$ cat src/rtl/epx_exp_share_arbiter.sv
// ---------------------------------------------------------------------------
// epx_exp_share_arbiter
// Shares one e^x lookup unit between N_REQ requesters.
//   - Round-robin arbiter, one issue per cycle, guarded by a credit counter
//     that covers inflight operations plus response FIFO occupancy.
//   - A tag pipe ({valid, id, err}) runs alongside the exp unit so each
//     result is paired with its requester when it comes back.
//   - Results land in an in-order response FIFO with valid/ready output.
//   - Operands the LUT cannot represent (anything other than 0 or integer
//     +-1..+-31) are still issued but return rsp_err=1 with data 0.
// Ports
//   clk, reset          clock, asynchronous active-low reset
//   req_valid/req_data  per-requester operand (slice i at [i*DATA_WIDTH +: DATA_WIDTH])
//   req_ready           one-hot grant
//   exp_valid_in/exp_in registered issue to the exp unit
//   exp_valid_out/exp_out result from the exp unit
//   rsp_valid/rsp_ready FIFO head handshake
//   rsp_data/rsp_id/rsp_err  FIFO head contents
//   proto_err           sticky: result returned with no matching tag
// ---------------------------------------------------------------------------
module epx_exp_share_arbiter #(
    parameter int DATA_WIDTH = 32,
    parameter int N_REQ      = 4,
    parameter int ID_W       = 2,
    parameter int EXP_LAT    = 1,
    parameter int FIFO_DEPTH = 4
) (
    input  logic                        clk,
    input  logic                        reset,
    input  logic [N_REQ-1:0]            req_valid,
    input  logic [N_REQ*DATA_WIDTH-1:0] req_data,
    output logic [N_REQ-1:0]            req_ready,
    output logic                        exp_valid_in,
    output logic [DATA_WIDTH-1:0]       exp_in,
    input  logic                        exp_valid_out,
    input  logic [DATA_WIDTH-1:0]       exp_out,
    output logic                        rsp_valid,
    input  logic                        rsp_ready,
    output logic [DATA_WIDTH-1:0]       rsp_data,
    output logic [ID_W-1:0]             rsp_id,
    output logic                        rsp_err,
    output logic                        proto_err
);

    localparam int CNT_W = $clog2(FIFO_DEPTH + 1);
    localparam int PTR_W = (FIFO_DEPTH > 1) ? $clog2(FIFO_DEPTH) : 1;

    // ------------------------------------------------------------------
    // Helpers
    // ------------------------------------------------------------------
    function automatic logic [ID_W-1:0] rr_idx(input logic [ID_W-1:0] base, input int k);
        int s;
        s = int'(base) + k;
        if (s >= N_REQ) s = s - N_REQ;
        return ID_W'(s);
    endfunction

    // LUT covers 0 and integers +-1..+-31: biased exponent 127..131 with
    // every mantissa bit below the binary point clear.
    function automatic logic op_unsupported(input logic [DATA_WIDTH-1:0] x);
        logic [7:0]  e;
        logic [22:0] m;
        logic [22:0] mask;
        e = x[30:23];
        m = x[22:0];
        if (x == '0) return 1'b0;
        if (e < 8'd127 || e > 8'd131) return 1'b1;
        mask = 23'h7F_FFFF >> (e - 8'd127);
        return |(m & mask);
    endfunction

    // ------------------------------------------------------------------
    // State
    // ------------------------------------------------------------------
    logic [CNT_W-1:0]            r_cnt;      // inflight + queued
    logic [ID_W-1:0]             r_rr;       // highest-priority requester
    logic                        r_evi;
    logic [DATA_WIDTH-1:0]       r_ein;
    logic [EXP_LAT:0]            r_tag_vld;
    logic [EXP_LAT:0][ID_W-1:0]  r_tag_id;
    logic [EXP_LAT:0]            r_tag_err;
    logic                        r_proto;

    logic [DATA_WIDTH-1:0]       r_mem_data [FIFO_DEPTH];
    logic [ID_W-1:0]             r_mem_id   [FIFO_DEPTH];
    logic [FIFO_DEPTH-1:0]       r_mem_err;
    logic [PTR_W-1:0]            r_wptr;
    logic [PTR_W-1:0]            r_rptr;
    logic [CNT_W-1:0]            r_fcnt;

    logic                        w_credit;
    logic                        w_hs;
    logic [ID_W-1:0]             w_gid;
    logic [N_REQ-1:0]            w_grant;
    logic [DATA_WIDTH-1:0]       w_op;
    logic                        w_err;
    logic                        w_cap;
    logic                        w_orphan;
    logic                        w_pop;

    // ------------------------------------------------------------------
    // Arbitration
    // ------------------------------------------------------------------
    assign w_credit = (r_cnt < CNT_W'(FIFO_DEPTH));

    always_comb begin
        w_hs  = 1'b0;
        w_gid = '0;
        for (int k = 0; k < N_REQ; k++) begin
            if (w_credit && !w_hs && req_valid[rr_idx(r_rr, k)]) begin
                w_hs  = 1'b1;
                w_gid = rr_idx(r_rr, k);
            end
        end
    end

    always_comb begin
        w_grant = '0;
        if (w_hs) w_grant[w_gid] = 1'b1;
    end

    assign req_ready = w_grant;

    always_comb begin
        w_op = '0;
        for (int i = 0; i < N_REQ; i++) begin
            if (w_gid == ID_W'(i)) w_op = req_data[i*DATA_WIDTH +: DATA_WIDTH];
        end
    end

    assign w_err = op_unsupported(w_op);

    always_ff @(posedge clk or negedge reset) begin
        if (!reset) begin
            r_rr <= '0;
        end else if (w_hs) begin
            r_rr <= rr_idx(w_gid, 1);
        end
    end

    // ------------------------------------------------------------------
    // Issue register
    // ------------------------------------------------------------------
    always_ff @(posedge clk or negedge reset) begin
        if (!reset) begin
            r_evi <= 1'b0;
            r_ein <= '0;
        end else begin
            r_evi <= w_hs;
            if (w_hs) r_ein <= w_op;
        end
    end

    assign exp_valid_in = r_evi;
    assign exp_in       = r_ein;

    // ------------------------------------------------------------------
    // Tag pipe. Stage 0 loads alongside the issue register, so the pipe is
    // one stage longer than the unit latency; stage EXP_LAT lines up with
    // exp_valid_out.
    // ------------------------------------------------------------------
    always_ff @(posedge clk or negedge reset) begin
        if (!reset) begin
            r_tag_vld <= '0;
            r_tag_id  <= '0;
            r_tag_err <= '0;
        end else begin
            r_tag_vld[0] <= w_hs;
            r_tag_id[0]  <= w_gid;
            r_tag_err[0] <= w_err;
            for (int s = 1; s <= EXP_LAT; s++) begin
                r_tag_vld[s] <= r_tag_vld[s-1];
                r_tag_id[s]  <= r_tag_id[s-1];
                r_tag_err[s] <= r_tag_err[s-1];
            end
        end
    end

    assign w_cap    = exp_valid_out &  r_tag_vld[EXP_LAT];
    assign w_orphan = exp_valid_out & ~r_tag_vld[EXP_LAT];

    always_ff @(posedge clk or negedge reset) begin
        if (!reset)        r_proto <= 1'b0;
        else if (w_orphan) r_proto <= 1'b1;
    end

    assign proto_err = r_proto;

    // ------------------------------------------------------------------
    // Response FIFO. Credits keep it from overflowing, so capture never
    // checks for full; write+read in one cycle is fine at any occupancy.
    // ------------------------------------------------------------------
    assign w_pop = rsp_valid & rsp_ready;

    always_ff @(posedge clk or negedge reset) begin
        if (!reset) begin
            r_wptr    <= '0;
            r_rptr    <= '0;
            r_fcnt    <= '0;
            r_mem_err <= '0;
            for (int i = 0; i < FIFO_DEPTH; i++) begin
                r_mem_data[i] <= '0;
                r_mem_id[i]   <= '0;
            end
        end else begin
            if (w_cap) begin
                r_mem_data[r_wptr] <= r_tag_err[EXP_LAT] ? '0 : exp_out;
                r_mem_id[r_wptr]   <= r_tag_id[EXP_LAT];
                r_mem_err[r_wptr]  <= r_tag_err[EXP_LAT];
                r_wptr             <= r_wptr + PTR_W'(1);
            end
            if (w_pop) r_rptr <= r_rptr + PTR_W'(1);
            case ({w_cap, w_pop})
                2'b10:   r_fcnt <= r_fcnt + CNT_W'(1);
                2'b01:   r_fcnt <= r_fcnt - CNT_W'(1);
                default: r_fcnt <= r_fcnt;
            endcase
        end
    end

    assign rsp_valid = (r_fcnt != '0);
    assign rsp_data  = r_mem_data[r_rptr];
    assign rsp_id    = r_mem_id[r_rptr];
    assign rsp_err   = r_mem_err[r_rptr];

    // ------------------------------------------------------------------
    // Credit counter. A pop frees its credit only from the next cycle on,
    // since w_credit looks at the registered count.
    // ------------------------------------------------------------------
    always_ff @(posedge clk or negedge reset) begin
        if (!reset) begin
            r_cnt <= '0;
        end else begin
            case ({w_hs, w_pop})
                2'b10:   r_cnt <= r_cnt + CNT_W'(1);
                2'b01:   r_cnt <= r_cnt - CNT_W'(1);
                default: r_cnt <= r_cnt;
            endcase
        end
    end

endmodule
$ cat config.mk
export PLATFORM = sky130hd
export DESIGN_NAME = epx_exp_share_arbiter
export DESIGN_NICKNAME = d
export VERILOG_FILES = /design/src/rtl/epx_exp_share_arbiter.sv
export SDC_FILE = /design/constraint.sdc
export NUM_CORES = 1
export LEC_CHECK = 0
export CAP_MARGIN = 20
export CORE_ASPECT_RATIO = 0.8
export CORE_MARGIN = 2
export CORE_UTILIZATION = 50
export CTS_CLUSTER_DIAMETER = 80
export DETAILED_ROUTE_END_ITERATION = 12
export GPL_TIMING_DRIVEN = 0
export PLACE_DENSITY = 0.82
export SYNTH_ARGS = -nofsm -noshare
export SYNTH_HDL_FRONTEND = slang
export SYNTH_SLANG_ARGS = --single-unit
$ cat constraint.sdc
create_clock -name clk -period 5.8 [get_ports clk]
set_input_delay 0.87 -clock clk [delete_from_list [all_inputs] [get_ports clk]]
set_output_delay 0.87 -clock clk [all_outputs]
set_load 0.005 [all_outputs]
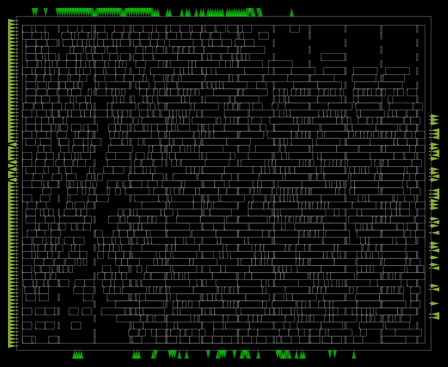
(images/placement.png)
Core ar.: 0.0190 mm2
Site Rows: 45

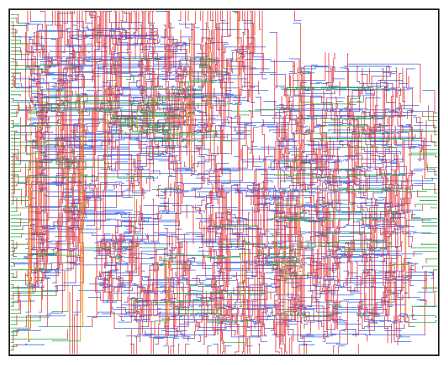
(images/wires.png)
Key: metal 4 = orange [wire length 988 um]; metal 3 = green [wire length 2580 um]; metal 2 = red [wire length 15300 um]; metal 1 = blue [wire length 11700 um]

==> GITHUB_STEP_SUMMARY <==
## PnR job results

| Metric | Value |
|---|---|
| Syn Inst Count | `just under 1k` |
| Asr flop ratio synth | `1.00` |
| Slew Limit Fails | `0` |
| Max Fclk | `between 0.15 and 0.2 GHz` |
| CP Max Fanout | `10` |
| TritonCTS buffer count | `17` |
| Distinct lib cells used | `approximately 63` |
| Worst hold start | `r_tag_err[0]` |
| Yosys aoi share | `0.165` |
| Worst slew pin tran | `0.962 ns` |
| Post-CTS resize count | `0` |
| Commonest Layout Cell | `clkdlybuf4s50_1` |
| XOR Share, Synth | `0.0125` |
| NumNets Final | `~1.4k` |
| Synth top cells by count | `206 x nand2_1, 193 x dfrtp_1, 153 x o21ai_0` |
| Comb group | `just over 5 mW` |
| Sequential area share after synthesis | `0.498` |
| Final Power | `between 8 and 9 mW` |
| Top Layer Used | `met4` |
| Total number of sequential cells | `between 150 and 200` |
| Metal3 WL | `2.58 mm` |
| P&R area growth vs syn | `35.8%` |
| Vias in the first global route | `a little under 9k` |
| TNS Setup | `0 ns` |
| Sequential power | `around 1.8 mW` |
| RSZ-0062 raised after global routing | `no` |
| Worst Hold Depth | `0` |
| Switching part of the total power | `0.455` |
| Crit-path leading delay family | `AND-OR/OR-AND gates` |
| Max stage delay on crit path | `0.54 ns` |
| Met1 Track Usage GR | `0.383` |
| CP Launch Type | `input pin` |
| Worst-path clk slew | `roughly 0.070 ns` |
| Largest register FFs | `between 100 and 150` |
| # hold bufs at CTS | `0` |
| Hold Fails Final Rpt | `0` |
| Avg WL per Cell | `around 20 um` |
| Clk buf depth | `2` |
| I/O pins | `roughly 240` |
| WP depth | `22` |
| Signal inverters | `22` |
| Clk_lat worst skew | `approximately 0.44 ns` |
| First-pass GRT wire length | `about 48 mm` |
| OpenROAD warnings | `32` |
| Clock root buffer | `clkbuf_16` |
| Ys cells | `973` |
| Final HPWL DP | `approximately 22 mm` |
| H-Tree Depth | `4` |
| NonClk Buf Share | `0.210` |
| DIE WIDTH | `around 160 um` |
| Register Area | `0.00483 mm2` |
| Reg-to-Reg Start | `r_rr[0]` |
| Relative slew margins | `0.359` |
| Final worst path period share | `0.930` |
| DR vias | `a little under 9k` |
| Synth top cell by count | `nand2_1` |
| Port Buf Inserts | `between 200 and 250` |
| Total track usage | `0.303` |
| Fin area | `approximately 0.013 mm2` |
| Cell internal pwr | `between 4 and 5 mW` |
| Clk pwr share | `0.164` |
| CTS tree | `built` |
| Syn_area_per_cell | `about 10 um2` |
| Static Leak | `between 5 and 6 nW` |
| Total die size | `0.0205 mm2` |
| Hold Slack | `approximately 0.35 ns` |
| Tmin final | `about 5.4 ns` |
| Setup Buffers After CTS | `0` |
| Top Usage Layer GRT | `met2` |
| Global-route met3 utilization | `0.0687` |
| # DRC | `0` |
| Status | `complete, no violations` |
| Worst hold path class | `reg2reg` |
| Sequential Power Share | `0.221` |
Power figures rest on the tool's default switching activity, not on a simulated workload.
